File: src/rtl/ddr_sync_fifo.sv
// Single-clock first-word-fall-through FIFO. The head entry is held in a
// register so rdata stays stable (last value) while the FIFO is empty.
module ddr_sync_fifo #(
  parameter int w     = 16,
  parameter int depth = 16
) (
  input  logic                   clk,
  input  logic                   rst,
  input  logic                   wr,
  input  logic [w-1:0]           wdata,
  input  logic                   rd,
  output logic [w-1:0]           rdata,
  output logic [$clog2(depth):0] count,
  output logic                   full,
  output logic                   empty
);

  localparam int AW = $clog2(depth);

  logic [w-1:0]  r_mem [depth];
  logic [AW-1:0] r_wp;
  logic [AW-1:0] r_rp;
  logic [AW:0]   r_count;
  logic [w-1:0]  r_head;

  logic          w_pop;
  logic          w_push;
  logic [AW:0]   w_left;
  logic [AW-1:0] w_rp_nxt;
  logic [w-1:0]  w_head_nxt;

  assign empty  = (r_count == '0);
  assign full   = (r_count == (AW+1)'(depth));
  assign w_pop  = rd && !empty;
  // A full FIFO still accepts a write when the head leaves at the same edge.
  assign w_push = wr && (!full || w_pop);
  assign w_left = r_count - (AW+1)'(w_pop);
  assign w_rp_nxt = r_rp + AW'(w_pop);

  assign rdata = r_head;
  assign count = r_count;

  // Next head: the oldest surviving stored entry, else the incoming word, else hold.
  always_comb begin
    w_head_nxt = r_head;
    if (w_left != '0)
      w_head_nxt = r_mem[w_rp_nxt];
    else if (w_push)
      w_head_nxt = wdata;
  end

  // Storage array; contents need no reset because the head register masks them.
  always_ff @(posedge clk) begin
    if (w_push)
      r_mem[r_wp] <= wdata;
  end

  // Pointers, occupancy and head register.
  always_ff @(posedge clk or posedge rst) begin
    if (rst) begin
      r_wp    <= '0;
      r_rp    <= '0;
      r_count <= '0;
      r_head  <= '0;
    end else begin
      r_head <= w_head_nxt;
      r_rp   <= w_rp_nxt;
      if (w_push)
        r_wp <= r_wp + 1'b1;
      case ({w_push, w_pop})
        2'b10:   r_count <= r_count + 1'b1;
        2'b01:   r_count <= r_count - 1'b1;
        default: r_count <= r_count;
      endcase
    end
  end

endmodule

File: src/rtl/ddr_in_fifo.sv
// n-pin DDR receiver: captures both clock edges, re-pairs each rising sample
// with the following falling sample and buffers the pairs in an FWFT FIFO.
module ddr_in_fifo #(
  parameter int n     = 8,
  parameter int depth = 16,
  parameter int sim   = 0
) (
  input  logic                   clk,
  input  logic                   rst,
  input  logic [n-1:0]           pin,
  input  logic                   en,
  output logic [n-1:0]           data_p,
  output logic [n-1:0]           data_n,
  output logic                   valid,
  input  logic                   ready,
  output logic [$clog2(depth):0] count,
  output logic                   overflow,
  input  logic                   clr_ovf
);

  localparam int AW = $clog2(depth);

  logic [n-1:0]   w_cap_p;
  logic [n-1:0]   w_cap_n;
  logic           r_en_d;
  logic [2*n-1:0] r_pair;
  logic           r_wr;
  logic           r_ovf;
  logic [2*n-1:0] w_rdata;
  logic [AW:0]    w_count;
  logic           w_full;
  logic           w_empty;
  logic           w_drop;

  if (sim != 0) begin : g_beh
    logic [n-1:0] r_cap_p;
    logic [n-1:0] r_cap_n;

    // Rising-edge sample of all pins.
    always_ff @(posedge clk or posedge rst) begin
      if (rst) r_cap_p <= '0;
      else     r_cap_p <= pin;
    end

    // Falling-edge sample of all pins.
    always_ff @(negedge clk or posedge rst) begin
      if (rst) r_cap_n <= '0;
      else     r_cap_n <= pin;
    end

    assign w_cap_p = r_cap_p;
    assign w_cap_n = r_cap_n;
  end else begin : g_cell
    for (genvar i = 0; i < n; i++) begin : g_pin
      // One DDR input cell per pin; these registers are meant to be packed
      // into the pin's IO tile (rising capture D_IN_0, falling capture D_IN_1).
      logic r_d0;
      logic r_d1;

      // Rising-edge capture register of this pin.
      always_ff @(posedge clk or posedge rst) begin
        if (rst) r_d0 <= 1'b0;
        else     r_d0 <= pin[i];
      end

      // Falling-edge capture register of this pin.
      always_ff @(negedge clk or posedge rst) begin
        if (rst) r_d1 <= 1'b0;
        else     r_d1 <= pin[i];
      end

      assign w_cap_p[i] = r_d0;
      assign w_cap_n[i] = r_d1;
    end
  end

  // en travels with the p-sample; the pair is assembled once the n-sample exists.
  always_ff @(posedge clk or posedge rst) begin
    if (rst) begin
      r_en_d <= 1'b0;
      r_pair <= '0;
      r_wr   <= 1'b0;
    end else begin
      r_en_d <= en;
      r_pair <= {w_cap_p, w_cap_n};
      r_wr   <= r_en_d;
    end
  end

  ddr_sync_fifo #(
    .w     (2*n),
    .depth (depth)
  ) u_fifo (
    .clk   (clk),
    .rst   (rst),
    .wr    (r_wr),
    .wdata (r_pair),
    .rd    (ready),
    .rdata (w_rdata),
    .count (w_count),
    .full  (w_full),
    .empty (w_empty)
  );

  assign w_drop = r_wr && w_full && !(ready && !w_empty);

  // Sticky overflow; a drop at the same edge as a clear keeps it set.
  always_ff @(posedge clk or posedge rst) begin
    if (rst)          r_ovf <= 1'b0;
    else if (w_drop)  r_ovf <= 1'b1;
    else if (clr_ovf) r_ovf <= 1'b0;
  end

  assign data_p   = w_rdata[2*n-1:n];
  assign data_n   = w_rdata[n-1:0];
  assign valid    = !w_empty;
  assign count    = w_count;
  assign overflow = r_ovf;

endmodule

File: config.mk
export PLATFORM = sky130hd
export DESIGN_NAME = ddr_in_fifo
export DESIGN_NICKNAME = d
export VERILOG_FILES = /design/src/rtl/ddr_sync_fifo.sv /design/src/rtl/ddr_in_fifo.sv
export SDC_FILE = /design/constraint.sdc
export NUM_CORES = 1
export LEC_CHECK = 0
export CORE_AREA = 2 2 109 216
export DETAILED_ROUTE_END_ITERATION = 10
export DIE_AREA = 0 0 111 218
export PLACE_DENSITY = 0.72
export SKIP_CTS_REPAIR_TIMING = 1
export SLEW_MARGIN = 20
export SYNTH_ARGS = -nofsm -noshare
export SYNTH_HDL_FRONTEND = slang
export SYNTH_SLANG_ARGS = --single-unit
File: constraint.sdc
create_clock -name clk -period 10.1 [get_ports clk]
set_clock_uncertainty 0.2 [all_clocks]
set_input_delay 3.03 -clock clk [delete_from_list [all_inputs] [get_ports clk]]
set_output_delay 3.03 -clock clk [all_outputs]
set_load 0.005 [all_outputs]
**Run 1: placed cells, one colour a class**

Fill, decap, tap and diode cells in grey.
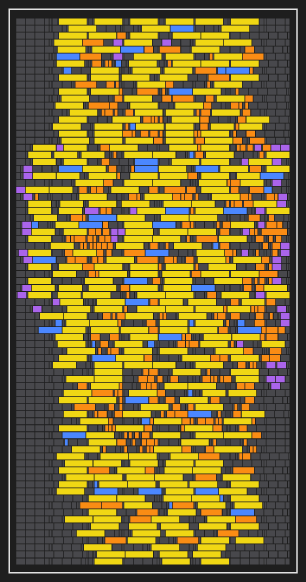
Key: flops = yellow [cells 320, share of their area 69%]; combinational and other logic = orange [cells 335, share of their area 21%]; clock drivers and dummy loads = blue [cells 50, share of their area 6.7%]; other buffers and delay cells = purple [cells 48, share of their area 3.4%]

**Run 1: layout detail**

Scale bar: 20 µm. Window x 3 to 53, y 30 to 80 µm. Cells in grey, sequential cells in the stronger grey; small squares are vias.
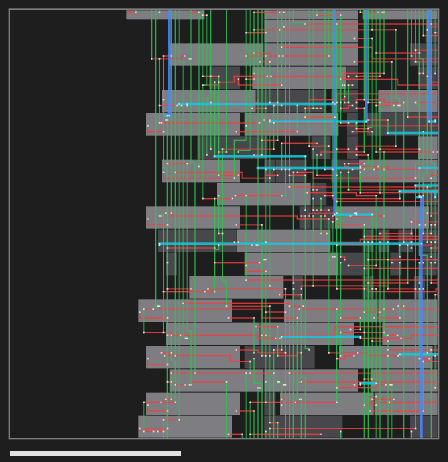
Key: metal 3 = cyan; metal 4 = blue; metal 2 = green; metal 1 = red
67 logic cells have their middle in the window. Netlist names of flops here include `u_fifo.r_mem` (30), `u_fifo.rdata` (1). Most frequent: edfxtp_1 (30), nand2_1 (10). Sequential cells in the window: 31.

**Run 1: sequential cells coloured by netlist name**

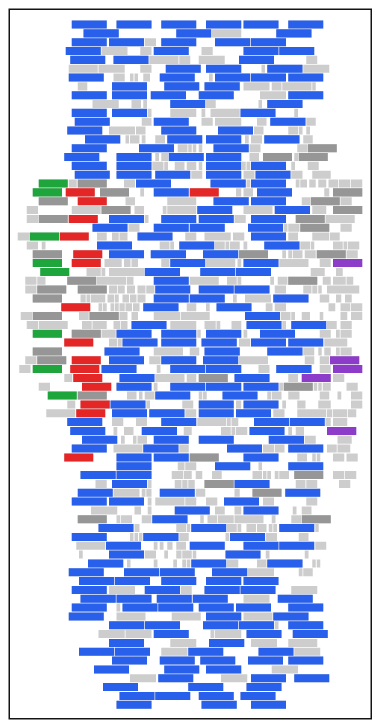
Key: `u_fifo.r_mem` = blue [flops 256]; `r_pair` = red [flops 16, where left middle]; `g_cell.g_pin.r_d0` = green [flops 8]; `u_fifo.count` = purple [flops 5, where right middle]
flop share of the area: 67.4%
post-layout util: 61.2%
Register Area: 9290 µm²
Sequential Power: 0.00171 W

==> impl_metrics.tcl, run 1 <==
# implementation run metrics
set metrics [dict create \
    p_leak_nw 4.82 \
    max_stage_delay_ns 0.45 \
    whs_path_depth 0 \
    post_synth_num_cell_types 47 \
    grt_remaining_overflow 0 \
    fp_util_pct 54.3 \
    clock_latency_ns 0.55 \
    ff_type "edfxtp_1" \
    synth_area_per_cell_um2 17.7 \
    hpwl_mm 16.4 \
    coreArea_um2 22500 \
    async_flop_share_pct 20.0 \
    top_area_cell "edfxtp_1" \
    arrival_ns 3.89 \
    p_per_area_nw_per_um2 306 \
    slew_viol_final 0 \
    peakVddDrop_mv 0.394 \
    route.detailed.drc 0 \
    root_buffer "clkbuf_16" \
    die_w_um 111 \
    chip_area_um2 24200 \
    r2r_setup_slack_ns 4.37 \
    ys.flops 320 \
    cap_violations 0 \
    cts_buffer_depth 3 \
    htree_levels 1 \
    synth_nets 715 \
    drt-total-wl_mm 27.6 \
    vias 6521 \
    critical_path.top_delay_family "buffers and inverters" \
    critical_path_buf_inv_count 2 \
    area_growth_pct 12.7 \
    fin_ws_ns 1.67 \
    slew_headroom_pct 19.6 \
    layout-drive-gt1-share_pct 14.6 \
    grt_pass1_vias 6884 \
    yosysChipArea_um2 12200 \
    dpl_worst_slack_ns 1.07 \
    vias_per_cell 6.31 \
    worst-endpoint-required_ns 5.56 \
    antenna_found_initial 0 \
    io_buffers 35 \
    outcome "finished, final reports clean" \
    drtAntennaViolNets 0 \
    numCtsBuffers 27 \
    cts_tree "built" \
    grt_max_degree 61 \
    yosys_warnings 0 \
]
## run 1: where the power goes
part	switching [W]	internal, W	total [W]
registers	0.000105	0.00160	0.00171
clock network	0.000473	0.000569	0.00104
logic	0.000860	0.000614	0.00147
## run 1: synth_stat cells, types with 3 or more instances
cell	instances
buf_4	4
inv_1	9
nor2b_1	4
clkbuf_1	17
dfrtp_1	56
nand3_1	7
edfxtp_1	256
nor2_1	33
nand2_1	74
and2_1	18
a31o_2	7
a32oi_1	30
o32ai_1	14
mux4_2	30
ha_1	10
a31o_1	7
dfrtn_1	8
nand2b_1	3
buf_2	8
xnor2_1	9
mux2i_1	50
buf_1	4
## run 1: registers in the layout (all words and copies together), names as in the netlist
register and cells:
g_cell.g_pin.r_d0 8, g_cell.g_pin.r_d1 8, overflow 1, r_en_d 1, r_pair 16, r_wr 1
u_fifo.count 5, u_fifo.r_mem 256, u_fifo.r_rp 4, u_fifo.r_wp 4, u_fifo.rdata 16
## run 1: routing by layer
layer	global-route usage [%]	share of wire [%]	wire length [µm]	up-vias
li1	-	-	-	2767
met1	27.6	36	9860	3386
met2	41.3	54	14800	298
met3	3.03	6.1	1690	70
met4	11.6	4.6	1280	0
met5	0	0	0	-
## run 1: path summary, 6_finish.rpt
check	from	endpoint
worst min register to register	g_cell.g_pin[0].r_d0	r_pair[8]
worst max-delay path	rst	g_cell.g_pin[1].r_d1
max in group clk	pin[1]	g_cell.g_pin[1].r_d1
worst max register to register	g_cell.g_pin[1].r_d1	r_pair[1]
worst min-delay path	g_cell.g_pin[0].r_d0	r_pair[8]
min in group asynchronous	rst	u_fifo.r_wp[1]
## run 1: layout by cell type (no fill, tap or decap), types with 2 or more instances in the layout
master and count:
edfxtp_1 256, a31oi_1 2, clkinv_2 3, a32oi_1 30, a21oi_1 2, clkdlybuf4s50_1 35, and2_2 5, nand2_1 74
clkbuf_16 30, nand4_1 2, inv_4 3, a21o_1 2, inv_6 3, inv_1 8, a31o_2 7, clkinv_1 4
mux4_2 30, o32ai_1 14, dfrtn_1 8, nor2b_1 2, inv_2 2, nor2_1 32, mux2i_1 50, dfrtp_1 56
mux2_1 2, xnor2_1 8, nand2b_1 3, a31o_1 7, and2_1 13, a2111oi_0 2, ha_1 9, buf_4 12
nor3_1 2, clkinvlp_4 4, nand3_1 7
## run 1: through the flow
stage,total power [W],util [%],instances,area (µm²),hold slack [ns]
detailed placement,0.00320,57.2,983,12900,0.136
CTS,0.00424,61.1,1033,13800,0.130
global placement,0.00314,57.1,982,12900,0.137
floorplan,0.00271,-,691,12200,0.131
global route,0.00440,61.2,1033,13800,0.129
finish,0.00423,61.2,1033,13800,0.126
## run 1: cell families (layout without fill, tap and decap cells)
kind of cell	count (synthesis)	after routing
multiplexers	82	82
adder cells (fa/ha/maj)	11	11
flip-flops	320	320
AND/OR/NAND/NOR	149	149
XOR/XNOR	10	10
buffers and inverters	46	108
AND-OR/OR-AND	73	73
## run 1: cell type report
type,instances,share of cell area [%]
Timing Repair Buffer,48,3.30
Multi-Input combinational cell,325,20.0
Inverter,10,0.272
Clock inverter,19,1.04
Sequential cell,320,67.4
Clock buffer,31,5.47
Tap cell,280,2.54
**Run 1: wire density map**

Scale bar: 20 µm. The die is cut into 11 by 22 equal tiles; black is low, pale yellow is high, scaled to the fullest tile. Values are wire area over tile area, all layers added.
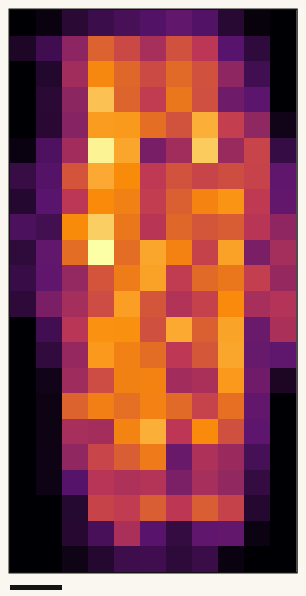

==> run 2, diff against run 1 <==
==> constraint.sdc (replaced) <==
create_clock -name clk -period 8 [get_ports clk]
set_clock_uncertainty 0.2 [all_clocks]
set_input_delay 2.4 -clock clk [delete_from_list [all_inputs] [get_ports clk]]
set_output_delay 2.4 -clock clk [all_outputs]
set_load 0.005 [all_outputs]
**Run 2: wire density map**

Scale bar: 20 µm. The die is cut into 11 by 22 equal tiles; black is low, pale yellow is high, scaled to the fullest tile. Values are wire area over tile area, all layers added.
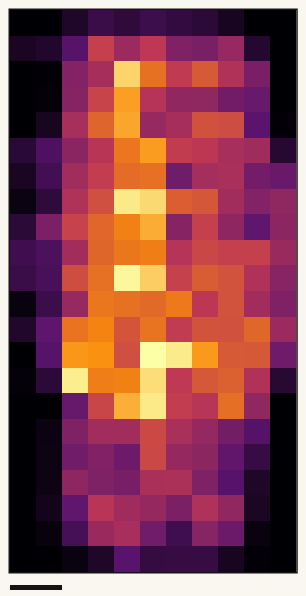
The emptiest ninth of the die: bottom left. The densest ninth of the die: middle. 31% of the tiles are over half the peak. The mean over all tiles is 0.18.

**Run 2: placed cells, one colour a class**

Fill, decap, tap and diode cells in grey.
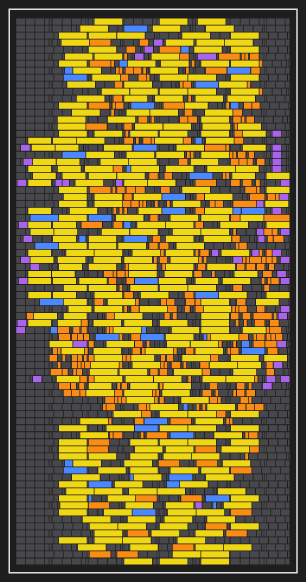
Key: combinational and other logic = orange [cells 335, share of their area 21%]; other buffers and delay cells = purple [cells 46, share of their area 3.4%]; clock drivers and dummy loads = blue [cells 48, share of their area 6.5%]; flops = yellow [cells 320, share of their area 69%]
Design Area, Final: 13,800 µm²
flop share of the area: 67.5%
core area: 22,500 µm²
Core Rows: 78

==> run 2 against run 1 <==
  * First-iteration DRC count is 0.29% lower
  * Combinational power grew 27%
  * Sequential share of layout area is 0.15 points higher
  * Wire length decreased by 2.0%
  * Count of clock-buffer cells in the layout rose by 2
  * Non-clock buffer count decreased by 2
  * Critical path depth stayed put
  * Sequential power is 26% higher
  * Worst hold slack gained 0.024 ns
  * Worst setup slack lost 0.34 ns
  * Global-route usage shrank 0.32 points
  * Clock power increased by 23%
  * Highest routed layer unchanged
==> impl_metrics.tcl, run 2 <==
# implementation run metrics
set metrics [dict create \
    outcome "finished, final reports clean" \
    yosysChipArea_um2 12200 \
    ys_sh_xor_pct 0.716 \
    slew_viol_final 0 \
    grt_remaining_overflow 0 \
    warning_count 29 \
    yosys_warnings 0 \
    cts_tree "built" \
    ys_sh_adder_pct 1.19 \
    slew_headroom_pct 21.6 \
    drt-total-wl_mm 27.1 \
    most_common_cell "edfxtp_1" \
    rsz0062_at_grt "false" \
    numCtsBuffers 26 \
    layout_top_cells "256 x edfxtp_1, 74 x nand2_1, 56 x dfrtp_1" \
    grt_max_degree 52 \
    clock_latency_ns 0.54 \
    synth_area_per_cell_um2 17.7 \
    top_area_cell "edfxtp_1" \
    critical_path.top_delay_family "buffers and inverters" \
    pin_count 36 \
    htree_levels 1 \
    nNetsFinal 753 \
    die_h_um 218 \
    grt_pass1_vias 6878 \
    cts_sinks 320 \
    ys_top_cells_by_count "256 x edfxtp_1, 74 x nand2_1, 56 x dfrtp_1" \
    dr.first_iter.drc_count 678 \
    yosysSeqAreaShare_pct 75.9 \
    cap_violations 0 \
    chip_area_um2 24200 \
    yosys_cells 691 \
    fin_cells 1029 \
    synth_nets 715 \
    route.detailed.drc 0 \
    worst_pin_slew_ns 1.18 \
    edf_count 256 \
    dpl_cell_area_um2 12900 \
    async_flop_share_pct 20.0 \
    p_per_area_nw_per_um2 385 \
    layout-drive-gt1-share_pct 13.9 \
    fp_util_pct 54.3 \
    dp_cells 980 \
    antenna_found_initial 0 \
    largest_reg_flops 256 \
    drtAntennaViolNets 0 \
    worst-endpoint-required_ns 4.54 \
    arrival_ns 3.21 \
    io_buffers 35 \
    post_synth_num_cell_types 47 \
    ys.flops 320 \
    hpwl_mm 16.3 \
    cts_buffer_depth 3 \
    root_buffer "clkbuf_16" \
    vias_per_cell 6.19 \
    max_stage_delay_ns 0.44 \
    ff_type "edfxtp_1" \
    die_w_um 111 \
    vias 6371 \
    peakVddDrop_mv 0.578 \
    top_register "u_fifo.r_mem" \
    area_growth_pct 12.5 \
    p_leak_nw 4.78 \
    finalPower_w 0.00529 \
    critical_path_buf_inv_count 2 \
    lay_top_count "edfxtp_1" \
]
==> run 2: cell counts after synthesis <==
No cell type changed its count.
==> run 2: layer usage <==
metal	global-route usage (%)	share of wire, %
met1	26.1	35
met2	42.9	56
met3	2.70	6.4
met4	9.71	3.3
met5	0	0
==> run 2: worst paths after layout <==
path                                 startpoint                   end  slack, ns  cells past startpoint
setup / recovery                            rst  g_cell.g_pin[0].r_d1       1.33                      2
hold / removal             g_cell.g_pin[1].r_d0             r_pair[9]       0.15                      0
setup reg to reg           g_cell.g_pin[5].r_d1             r_pair[5]       3.33                      0
hold reg to reg            g_cell.g_pin[1].r_d0             r_pair[9]       0.15                      0
max in group clk                         pin[0]  g_cell.g_pin[0].r_d1       1.35                      1
min in group asynchronous                   rst       u_fifo.rdata[7]       2.04                      2
==> run 2: cell type report <==
type,instances,area (µm²)
flip-flops and latches,320,9290
fillers,1561,8790
multi-input cells,325,2760
clock buffers,33,729
repair buffers,46,453
well taps,280,350
clock inverters,15,136
inverters,10,41.3
==> run 2: cell families (layout without fill, tap and decap cells) <==
group	count (synthesis)	in the layout
flops	320	320
simple gates	149	149
mux	82	82
compound gates	73	73
buf+inv	46	104
fa+ha+maj	11	11
xor+xnor	10	10
==> run 2: where the power goes <==
group,total [W],switching (W),internal (W),leakage [nW]
clock,0.00128,0.000585,0.000691,0.413
combinational,0.00186,0.00107,0.000787,1.31
sequential,0.00216,0.000132,0.00203,3.06
==> run 2: metrics by stage <==
step	util [%]	worst slack [ns]	hold slack [ns]
after floorplan	-	0.800	0.131
after global placement	57.1	0.763	0.133
after detailed placement	57.1	0.738	0.139
after CTS	60.9	1.30	0.151
after global routing	61.0	1.20	0.156
final	61.0	1.33	0.150
**Run 2: layout detail**

Scale bar: 20 µm. Window x 3 to 53, y 30 to 80 µm. Cells in grey, sequential cells in the stronger grey; small squares are vias.
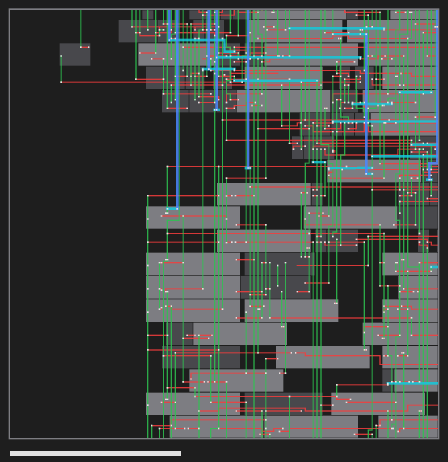

==> run 3, diff against run 2 <==
--- a/config.mk
+++ b/config.mk
@@ -8,7 +8,7 @@
 export CORE_AREA = 2 2 109 216
 export DETAILED_ROUTE_END_ITERATION = 10
 export DIE_AREA = 0 0 111 218
-export PLACE_DENSITY = 0.72
+export PLACE_DENSITY = 0.74
 export SKIP_CTS_REPAIR_TIMING = 1
 export SLEW_MARGIN = 20
 export SYNTH_ARGS = -nofsm -noshare
==> constraint.sdc (replaced) <==
create_clock -name clk -period 5.4 [get_ports clk]
set_clock_uncertainty 0.2 [all_clocks]
set_input_delay 1.62 -clock clk [delete_from_list [all_inputs] [get_ports clk]]
set_output_delay 1.62 -clock clk [all_outputs]
set_load 0.005 [all_outputs]
**Run 3: layout detail**

Scale bar: 20 µm. Window x 3 to 53, y 30 to 80 µm. Cells in grey, sequential cells in the stronger grey; small squares are vias.
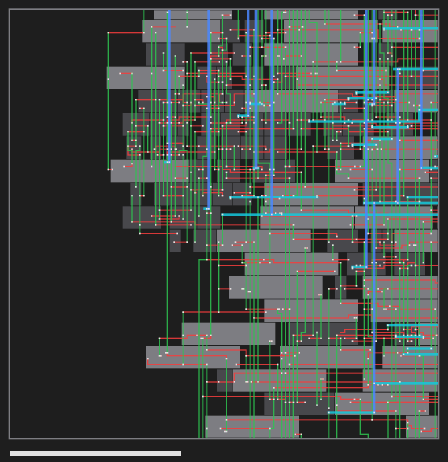
Key: metal 1 = red; metal 3 = cyan; metal 4 = blue; metal 2 = green
93 logic cells have their middle in the window. Netlist names of flops here include `u_fifo.r_mem` (23), `u_fifo.r_wp` (3). Sequential cells in the window: 27. Most frequent: edfxtp_1 (23), and2_1 (16), buf_4 (9).

**Run 3: wire density map**

Scale bar: 20 µm. The die is cut into 11 by 22 equal tiles; black is low, pale yellow is high, scaled to the fullest tile. Values are wire area over tile area, all layers added.
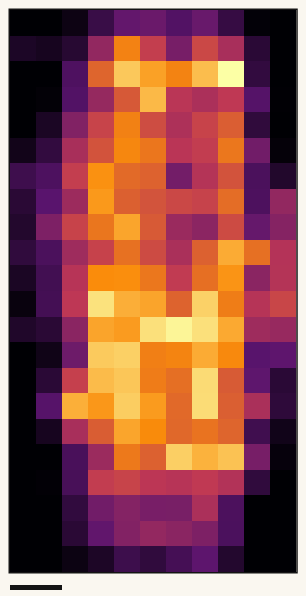
mean routed wirelength per cell: 26.4 µm
Vias: 6,630

==> run 3 against run 2 <==
  * Wire length is 2.9% higher
  * Die area unchanged
  * Worst setup slack got worse by 0.49 ns
  * Count of clock-buffer cells in the layout grew 1
  * Critical path type is now input pin to register
  * Sequential power grew 48%
  * First-iteration DRC count rose by 16%
  * Combinational power rose by 54%
  * Utilization up 1.0 points
==> impl_metrics.tcl, run 3 <==
# implementation run metrics
set metrics [dict create \
    final_area_um2 14000 \
    max_stage_delay_ns 0.42 \
    yosysChipArea_um2 12200 \
    cap_violations 0 \
    antenna_found_initial 0 \
    top_area_cell "edfxtp_1" \
    yosys_warnings 0 \
    coreArea_um2 22500 \
    dpl_cell_area_um2 13100 \
    numCtsBuffers 26 \
    slew_viol_final 0 \
    root_buffer "clkbuf_16" \
    yosysSeqAreaShare_pct 75.9 \
    worst_pin_slew_ns 1.00 \
    critical_path.top_delay_family "buffers and inverters" \
    fp_util_pct 54.3 \
    slew_headroom_pct 33.2 \
    dr.first_iter.drc_count 784 \
    die_h_um 218 \
    synth_nets 715 \
    arrival_ns 2.04 \
    cts_sinks 320 \
    lay_top_count "edfxtp_1" \
    num_rows 78 \
    hpwl_mm 17.5 \
    outcome "finished, final reports clean" \
    whs_path_depth 0 \
    r2r_cells 9 \
    drt-total-wl_mm 27.9 \
    edf_count 256 \
    cts_tree "built" \
    drtAntennaViolNets 0 \
    die_w_um 111 \
    nNetsFinal 780 \
    rsz0062_at_grt "false" \
    ys_top_cells_by_count "256 x edfxtp_1, 74 x nand2_1, 56 x dfrtp_1" \
    ys.flops 320 \
    warning_count 29 \
    most_common_cell "edfxtp_1" \
    io_buffers 35 \
    route.detailed.drc 0 \
    pin_count 36 \
    cp.depth 1 \
    top_register "u_fifo.r_mem" \
    ff_type "edfxtp_1" \
    critical_path_buf_inv_count 1 \
]
-- run 3: routing by layer --
layer  global-route usage (%)  vias up  wire (µm)  part of all wire, %
li1                         -     2814          -                    -
met1                     27.5     3386       9310                   33
met2                     42.4      355      15300                   55
met3                     2.20       75       2040                  7.3
met4                     11.1        0       1220                  4.4
met5                        0        -          0                    0
-- run 3: area by class of cell --
type                       count  area (µm²)
inverter                      10        41.3
clock buffer                  34         747
clock inverter                14         171
sequential                   320        9290
multi-input combinational    325        2740
timing repair buffer          73         648
fill                        1529        8560
tap                          280         350
-- run 3: final timing paths --
check | startpoint | endpoint
max | pin[4] | g_cell.g_pin[4].r_d1
min | g_cell.g_pin[0].r_d0 | r_pair[8]
max reg2reg | u_fifo.count[2] | u_fifo.rdata[7]
min reg2reg | g_cell.g_pin[0].r_d0 | r_pair[8]
max in group asynchronous | rst | g_cell.g_pin[4].r_d1
min in group asynchronous | rst | g_cell.g_pin[0].r_d0
-- run 3: logic make-up (layout without fill, tap and decap cells) --
family | Yosys count | after routing | share of synthesized area, %
mux | 82 | 82 | 9.80
xor+xnor | 10 | 10 | 0.716
flops | 320 | 320 | 75.9
fa+ha+maj | 11 | 11 | 1.19
compound gates | 73 | 73 | 5.25
buf+inv | 46 | 131 | 1.75
simple gates | 149 | 149 | 5.36
-- run 3: through the flow --
| stage | worst slack, ns | std cells | hold WS, ns | total power [W] | util [%] |
|---|---|---|---|---|---|
| after global routing | 0.819 | 1056 | 0.161 | 0.00839 | 62.0 |
| after CTS | 0.841 | 1056 | 0.151 | 0.00810 | 62.0 |
| after floorplan | 0.280 | 691 | 0.131 | 0.00507 | - |
| final | 0.832 | 1056 | 0.149 | 0.00806 | 62.0 |
| after detailed placement | 0.283 | 1008 | 0.136 | 0.00610 | 58.0 |
| after global placement | 0.296 | 1008 | 0.136 | 0.00595 | 58.0 |
-- run 3: report_power, final --
part	internal [W]	total (W)	switching, W
Clock	0.00117	0.00200	0.000832
Sequential	0.00300	0.00320	0.000199
Combinational	0.00124	0.00286	0.00162
Total	0.00541	0.00806	0.00265
Power and IR drop assume default switching activity.
